### Supply network, run 1

Scale: 4 px per µm. Pins as bars on the die edge. Tap cells in gray.
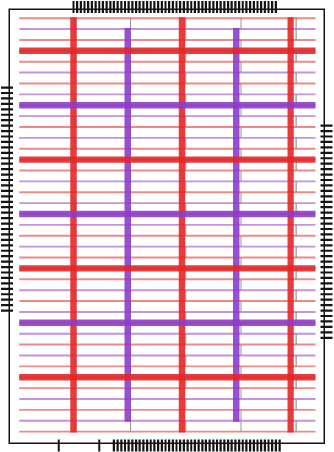
### Placed cells, one color a class, run 1

Scale: 4 px per µm. Fill, decap, tap and diode cells in gray.
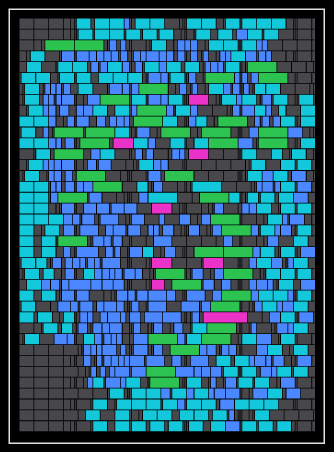
### Clock wires, drivers and flops, run 1

Scale: 3 px per µm.
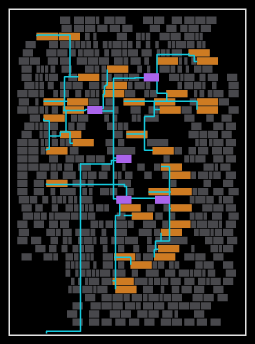
### Wiring by layer, run 1

Scale: 4 px per µm.
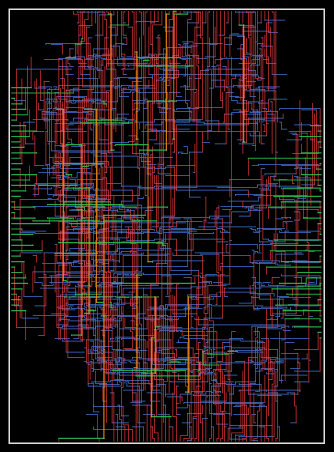
==> config.mk <==
export PLATFORM = sky130hd
export DESIGN_NAME = stage_wb_pipe_flat
export DESIGN_NICKNAME = d
export VERILOG_FILES = /design/src/rtl/wb_pkg.sv /design/src/rtl/stage_wb_pipe_if.sv /design/src/rtl/wb_load_align.sv /design/src/rtl/stage_wb_pipe.sv /design/src/flat_wrapper.sv
export SDC_FILE = /design/constraint.sdc
export NUM_CORES = 1
export LEC_CHECK = 0
export CAP_MARGIN = 20
export CORE_ASPECT_RATIO = 1.4
export CORE_MARGIN = 2
export CORE_UTILIZATION = 38
export CTS_BUF_LIST = sky130_fd_sc_hd__clkbuf_4 sky130_fd_sc_hd__clkbuf_8
export CTS_CLUSTER_DIAMETER = 80
export DETAILED_ROUTE_END_ITERATION = 10
export PLACE_DENSITY = 0.89
export SKIP_CTS_REPAIR_TIMING = 1
export SYNTH_ARGS = -nofsm -noshare
export SYNTH_HDL_FRONTEND = slang
export SYNTH_SLANG_ARGS = --single-unit
==> constraint.sdc <==
create_clock -name i_Clock -period 2.5 [get_ports i_Clock]
set_input_delay 0.25 -clock i_Clock [delete_from_list [all_inputs] [get_ports i_Clock]]
set_output_delay 0.25 -clock i_Clock [all_outputs]
set_load 0.02 [all_outputs]
==> src/rtl/wb_pkg.sv <==
// Shared types for the writeback stage: source-select and load-type encodings
// and the retired-instruction counter width.
package wb_pkg;

  localparam int INSTRET_WIDTH = 64;

  typedef enum logic [1:0] {
    DS_ALU  = 2'd0,
    DS_LOAD = 2'd1,
    DS_PC4  = 2'd2,
    DS_CSR  = 2'd3
  } data_sel_e;

  // Values match the funct3 field of RISC-V load instructions.
  typedef enum logic [2:0] {
    LT_LB  = 3'd0,
    LT_LH  = 3'd1,
    LT_LW  = 3'd2,
    LT_LD  = 3'd3,
    LT_LBU = 3'd4,
    LT_LHU = 3'd5,
    LT_LWU = 3'd6
  } load_type_e;

endpackage

==> src/rtl/stage_wb_pipe_if.sv <==
// MEM-to-WB bus and register-file write/forwarding taps of the writeback stage.
// o_InstRet exists only when STAGE_WB_INSTRET_EN is defined.
interface stage_wb_pipe_if #(
  parameter int DATA_WIDTH = 32,
  parameter int REG_WIDTH  = 5
);
  import wb_pkg::*;

  localparam int BA_WIDTH = $clog2(DATA_WIDTH / 8);

  // Handshake: there is no ready. i_Valid marks a real instruction in the MEM
  // slot; it is taken on every rising edge unless i_Stall (hold) or i_Flush
  // (drop) is high. o_Valid/o_Retired describe what the stage holds.
  logic                  i_Stall;
  logic                  i_Flush;
  logic                  i_Valid;
  logic                  i_RegWrEnable;
  logic [REG_WIDTH-1:0]  i_RegWrAddr;
  logic [1:0]            i_DataSel;
  logic [2:0]            i_LoadType;
  logic [BA_WIDTH-1:0]   i_ByteAddr;
  logic [DATA_WIDTH-1:0] i_AluResult;
  logic [DATA_WIDTH-1:0] i_PcPlus4;
  logic [DATA_WIDTH-1:0] i_CsrData;
  logic [DATA_WIDTH-1:0] i_MemRdData;

  logic [DATA_WIDTH-1:0] o_RegWrData;
  logic [REG_WIDTH-1:0]  o_RegWrAddr;
  logic                  o_RegWrEnable;
  logic                  o_Valid;
  logic                  o_Retired;
`ifdef STAGE_WB_INSTRET_EN
  logic [INSTRET_WIDTH-1:0] o_InstRet;
`endif

  modport master (
    output i_Stall, i_Flush, i_Valid, i_RegWrEnable, i_RegWrAddr, i_DataSel,
           i_LoadType, i_ByteAddr, i_AluResult, i_PcPlus4, i_CsrData, i_MemRdData,
`ifdef STAGE_WB_INSTRET_EN
    input  o_InstRet,
`endif
    input  o_RegWrData, o_RegWrAddr, o_RegWrEnable, o_Valid, o_Retired
  );

  modport slave (
    input  i_Stall, i_Flush, i_Valid, i_RegWrEnable, i_RegWrAddr, i_DataSel,
           i_LoadType, i_ByteAddr, i_AluResult, i_PcPlus4, i_CsrData, i_MemRdData,
`ifdef STAGE_WB_INSTRET_EN
    output o_InstRet,
`endif
    output o_RegWrData, o_RegWrAddr, o_RegWrEnable, o_Valid, o_Retired
  );

endinterface

==> src/rtl/wb_load_align.sv <==
// Combinational load-data alignment and sign/zero extension for the WB stage.
// Misaligned offsets are not trapped: the low offset bits are simply dropped.
module wb_load_align
  import wb_pkg::*;
#(
  parameter int DATA_WIDTH = 32
) (
  input  logic [DATA_WIDTH-1:0]               data,
  input  logic [$clog2(DATA_WIDTH/8)-1:0]     byte_addr,
  input  logic [2:0]                          load_type,
  output logic [DATA_WIDTH-1:0]               result
);

  localparam int BA_WIDTH = $clog2(DATA_WIDTH / 8);
  localparam bit IS_64    = (DATA_WIDTH == 64);

  logic [BA_WIDTH-1:0]   offset;
  logic [DATA_WIDTH-1:0] shifted;

  always_comb begin
    offset = '0;
    case (load_type)
      LT_LB, LT_LBU: offset = byte_addr;
      LT_LH, LT_LHU: offset = byte_addr & ~BA_WIDTH'(1);
      LT_LW, LT_LWU: offset = byte_addr & ~BA_WIDTH'(3);
      default:       offset = '0;
    endcase
  end

  assign shifted = data >> {offset, 3'b000};

  // LD and LWU only exist on the 64-bit datapath; elsewhere they read as 0.
  always_comb begin
    result = '0;
    case (load_type)
      LT_LB:  result = DATA_WIDTH'($signed(shifted[7:0]));
      LT_LH:  result = DATA_WIDTH'($signed(shifted[15:0]));
      LT_LW:  result = DATA_WIDTH'($signed(shifted[31:0]));
      LT_LD:  if (IS_64) result = shifted;
      LT_LBU: result = DATA_WIDTH'(shifted[7:0]);
      LT_LHU: result = DATA_WIDTH'(shifted[15:0]);
      LT_LWU: if (IS_64) result = DATA_WIDTH'(shifted[31:0]);
      default: result = '0;
    endcase
  end

endmodule

==> src/rtl/stage_wb_pipe.sv <==
// Registered writeback stage: source mux, x0 suppression, stall/flush, retire pulse.
// Define STAGE_WB_INSTRET_EN to add the 64-bit retired-instruction counter (o_InstRet).
module stage_wb_pipe
  import wb_pkg::*;
#(
  parameter int DATA_WIDTH = 32,
  parameter int REG_WIDTH  = 5
) (
  input  logic          i_Clock,
  input  logic          i_Reset,
  stage_wb_pipe_if.slave wb
);

  logic [DATA_WIDTH-1:0] load_data;
  logic [DATA_WIDTH-1:0] sel_data;
  logic                  wr_enable;

  logic [DATA_WIDTH-1:0] wr_data_q;
  logic [REG_WIDTH-1:0]  wr_addr_q;
  logic                  wr_enable_q;
  logic                  valid_q;
  logic                  retired_q;

  wb_load_align #(
    .DATA_WIDTH (DATA_WIDTH)
  ) u_load_align (
    .data      (wb.i_MemRdData),
    .byte_addr (wb.i_ByteAddr),
    .load_type (wb.i_LoadType),
    .result    (load_data)
  );

  always_comb begin
    sel_data = wb.i_AluResult;
    case (wb.i_DataSel)
      DS_ALU:  sel_data = wb.i_AluResult;
      DS_LOAD: sel_data = load_data;
      DS_PC4:  sel_data = wb.i_PcPlus4;
      DS_CSR:  sel_data = wb.i_CsrData;
      default: sel_data = wb.i_AluResult;
    endcase
  end

  // x0 is hard-wired zero, so a write to it is dropped but still retires.
  assign wr_enable = wb.i_Valid & wb.i_RegWrEnable & (wb.i_RegWrAddr != '0);

  always_ff @(posedge i_Clock) begin
    if (i_Reset) begin
      wr_data_q   <= '0;
      wr_addr_q   <= '0;
      wr_enable_q <= 1'b0;
      valid_q     <= 1'b0;
      retired_q   <= 1'b0;
    end else if (wb.i_Flush) begin
      wr_enable_q <= 1'b0;
      valid_q     <= 1'b0;
      retired_q   <= 1'b0;
    end else if (wb.i_Stall) begin
      retired_q   <= 1'b0;
    end else begin
      wr_data_q   <= sel_data;
      wr_addr_q   <= wb.i_RegWrAddr;
      wr_enable_q <= wr_enable;
      valid_q     <= wb.i_Valid;
      retired_q   <= wb.i_Valid;
    end
  end

  assign wb.o_RegWrData   = wr_data_q;
  assign wb.o_RegWrAddr   = wr_addr_q;
  assign wb.o_RegWrEnable = wr_enable_q;
  assign wb.o_Valid       = valid_q;
  assign wb.o_Retired     = retired_q;

`ifdef STAGE_WB_INSTRET_EN
  logic [INSTRET_WIDTH-1:0] instret_q;

  // Counts retire pulses one edge late; wraps naturally at 2^64.
  always_ff @(posedge i_Clock) begin
    if (i_Reset) begin
      instret_q <= '0;
    end else if (retired_q) begin
      instret_q <= instret_q + 1'b1;
    end
  end

  assign wb.o_InstRet = instret_q;
`endif

endmodule

==> src/flat_wrapper.sv <==
// flat-port wrapper written by rule: the top's interface ports become plain ports
module stage_wb_pipe_flat import wb_pkg::*;
#(
  parameter int DATA_WIDTH = 32,
  parameter int REG_WIDTH  = 5
)
  (i_Clock, i_Reset, wb_i_Stall, wb_i_Flush, wb_i_Valid, wb_i_RegWrEnable, wb_i_RegWrAddr, wb_i_DataSel, wb_i_LoadType, wb_i_ByteAddr, wb_i_AluResult, wb_i_PcPlus4, wb_i_CsrData, wb_i_MemRdData, wb_o_RegWrData, wb_o_RegWrAddr, wb_o_RegWrEnable, wb_o_Valid, wb_o_Retired);
  stage_wb_pipe_if #(.DATA_WIDTH(DATA_WIDTH), .REG_WIDTH(REG_WIDTH)) wb_i ();
  input  logic i_Clock;
  input  logic i_Reset;
  input wire logic [$bits(wb_i.i_Stall)-1:0] wb_i_Stall;
  input wire logic [$bits(wb_i.i_Flush)-1:0] wb_i_Flush;
  input wire logic [$bits(wb_i.i_Valid)-1:0] wb_i_Valid;
  input wire logic [$bits(wb_i.i_RegWrEnable)-1:0] wb_i_RegWrEnable;
  input wire logic [$bits(wb_i.i_RegWrAddr)-1:0] wb_i_RegWrAddr;
  input wire logic [$bits(wb_i.i_DataSel)-1:0] wb_i_DataSel;
  input wire logic [$bits(wb_i.i_LoadType)-1:0] wb_i_LoadType;
  input wire logic [$bits(wb_i.i_ByteAddr)-1:0] wb_i_ByteAddr;
  input wire logic [$bits(wb_i.i_AluResult)-1:0] wb_i_AluResult;
  input wire logic [$bits(wb_i.i_PcPlus4)-1:0] wb_i_PcPlus4;
  input wire logic [$bits(wb_i.i_CsrData)-1:0] wb_i_CsrData;
  input wire logic [$bits(wb_i.i_MemRdData)-1:0] wb_i_MemRdData;
  output wire logic [$bits(wb_i.o_RegWrData)-1:0] wb_o_RegWrData;
  output wire logic [$bits(wb_i.o_RegWrAddr)-1:0] wb_o_RegWrAddr;
  output wire logic [$bits(wb_i.o_RegWrEnable)-1:0] wb_o_RegWrEnable;
  output wire logic [$bits(wb_i.o_Valid)-1:0] wb_o_Valid;
  output wire logic [$bits(wb_i.o_Retired)-1:0] wb_o_Retired;
  assign wb_i.i_Stall = wb_i_Stall;
  assign wb_i.i_Flush = wb_i_Flush;
  assign wb_i.i_Valid = wb_i_Valid;
  assign wb_i.i_RegWrEnable = wb_i_RegWrEnable;
  assign wb_i.i_RegWrAddr = wb_i_RegWrAddr;
  assign wb_i.i_DataSel = wb_i_DataSel;
  assign wb_i.i_LoadType = wb_i_LoadType;
  assign wb_i.i_ByteAddr = wb_i_ByteAddr;
  assign wb_i.i_AluResult = wb_i_AluResult;
  assign wb_i.i_PcPlus4 = wb_i_PcPlus4;
  assign wb_i.i_CsrData = wb_i_CsrData;
  assign wb_i.i_MemRdData = wb_i_MemRdData;
  assign wb_o_RegWrData = wb_i.o_RegWrData;
  assign wb_o_RegWrAddr = wb_i.o_RegWrAddr;
  assign wb_o_RegWrEnable = wb_i.o_RegWrEnable;
  assign wb_o_Valid = wb_i.o_Valid;
  assign wb_o_Retired = wb_i.o_Retired;
  stage_wb_pipe #(.DATA_WIDTH(DATA_WIDTH), .REG_WIDTH(REG_WIDTH)) u_core (.i_Clock(i_Clock), .i_Reset(i_Reset), .wb(wb_i));
endmodule
==> run notes <==
fresh numbers from the pnr run: GRT met1 Usage=28.2%, P_sw=551 µW, adder-cell share of the synthesized area=0%, Area contributors post-synth=dfxtp_1 27%, o21ai_0 8.3%, mux2i_1 8.2%, ANT cells=0, I/O Buffers=185, dominant kind of cell=buffers, Commonest Layout Cell=clkdlybuf4s50_1, drc violations=0, clock share of power=28.6%, met1 WL=4.20 mm, vias in the first global route=3754, fin crit period=2210 ps, largest delay contributor family on the critical path=AND-OR/OR-AND gates, Init Core Util=38.4%, Tapcells=100, register share after synthesis=27.2%, Yosys warnings=0, IO Count=186, Avg Inst Size Synth=7.49 µm², Final HPWL DP=9.39 mm, # Max-Cap Violations=0, post-synthesis compound-gate area fraction=38.8%, Worst setup SP type=input port, global-route wire length before repair=18.1 mm, outcome=finished, final reports clean, # clk buffers=6, NumNets Final=709, CP max stage cell=clkdlybuf4s50_1, cells in synth_stat.txt=393, Final TNS setup=0 ps, final wirelength=11.7 mm, CP endpoint kind=flip-flop, most frequent cells in the layout=184 x clkdlybuf4s50_1, 58 x nand2_1, 49 x o21ai_0, 44 x a21oi_1, 40 x dfxtp_1, Switching Share=28.4%, Total Die Area=0.00847 mm², worst setup margin=286 ps, initial detailed-routing violation count=199, Combinational Area=0.00193 mm², WP data arrival=2410 ps, Met3 Routed Length=817 µm, Placed Area=0.00489 mm², GR peak layer=met2, Via-to-Cell Ratio=5.72, Synth top area share=27.2%, Die Width=78.4 µm, kind of critical path=in2reg, Multiplexer share=8.67%, sequential power share=35.8%, cell area after synthesis=0.00294 mm², Synth area leader=dfxtp_1, Leakage=0.00181 µW, fmax=0.452 GHz, pre-CTS WS=-6.28 ps, power consumption=1940 µW, WP buf/inv=1, CTS clk-pin slew, worst paths=80 ps, uppermost layer routed=met4, Slew Limit Fails=0, count of multi-input gates=303, Seq group=694 µW, Post-Syn Instances=393, VDD IR max=262 µV, Largest stage delay, worst path=470 ps, routed len/inst=17.6 µm, # setup viols final=0, count leader, synth=nand2_1, worst endpoint required time=2700 ps, RePlAce Congestion=1.04
## Picture notes: 'Supply network'
purple -> VDD
red -> VSS
signal pins = 186
met4 straps = 5
met1 rails = 39
met5 straps = 7
rows = 38

## Picture notes: 'Placed cells, one color a class'
blue -> all other logic  # cells 314, share of their area 40%
cyan -> other buffers and delay cells  # cells 202, share of their area 41%
green -> flops  # cells 40, share of their area 16%
magenta -> clock drivers and dummy loads  # cells 8, share of their area 2.5%
design area: 0.00501 mm²
sequential share of cell area: 16.0%
Final Util: 65.5%
core box area: 0.00765 mm²
FP Rows: 38

## Picture notes: 'Clock wires, drivers and flops'
purple -> cells driving clock nets  # count 5
orange -> flip-flops  # count 40
cyan -> clock wires  # length 491 µm
routed clock nets = 6

## Picture notes: 'Wiring by layer'
blue -> met1  # wire length 4200 µm
orange -> met4  # wire length 503 µm
green -> met3  # wire length 817 µm
red -> met2  # wire length 6200 µm

run 1: final timing paths:
check	start	end	slack [ps]	cells after the start
setup / recovery	wb_i_ByteAddr[0]	u_core.wb.o_RegWrData[11]$_SDFFE_PP0P_	290	7
hold / removal	u_core.wb.o_RegWrAddr[1]$_SDFFE_PP0P_	u_core.wb.o_RegWrAddr[1]$_SDFFE_PP0P_	470	2
setup reg to reg	u_core.wb.o_RegWrData[24]$_SDFFE_PP0P_	u_core.wb.o_RegWrData[24]$_SDFFE_PP0P_	1720	2
hold reg to reg	u_core.wb.o_RegWrAddr[1]$_SDFFE_PP0P_	u_core.wb.o_RegWrAddr[1]$_SDFFE_PP0P_	470	2
No activity file was given, so power comes from the tool's default toggle rates.
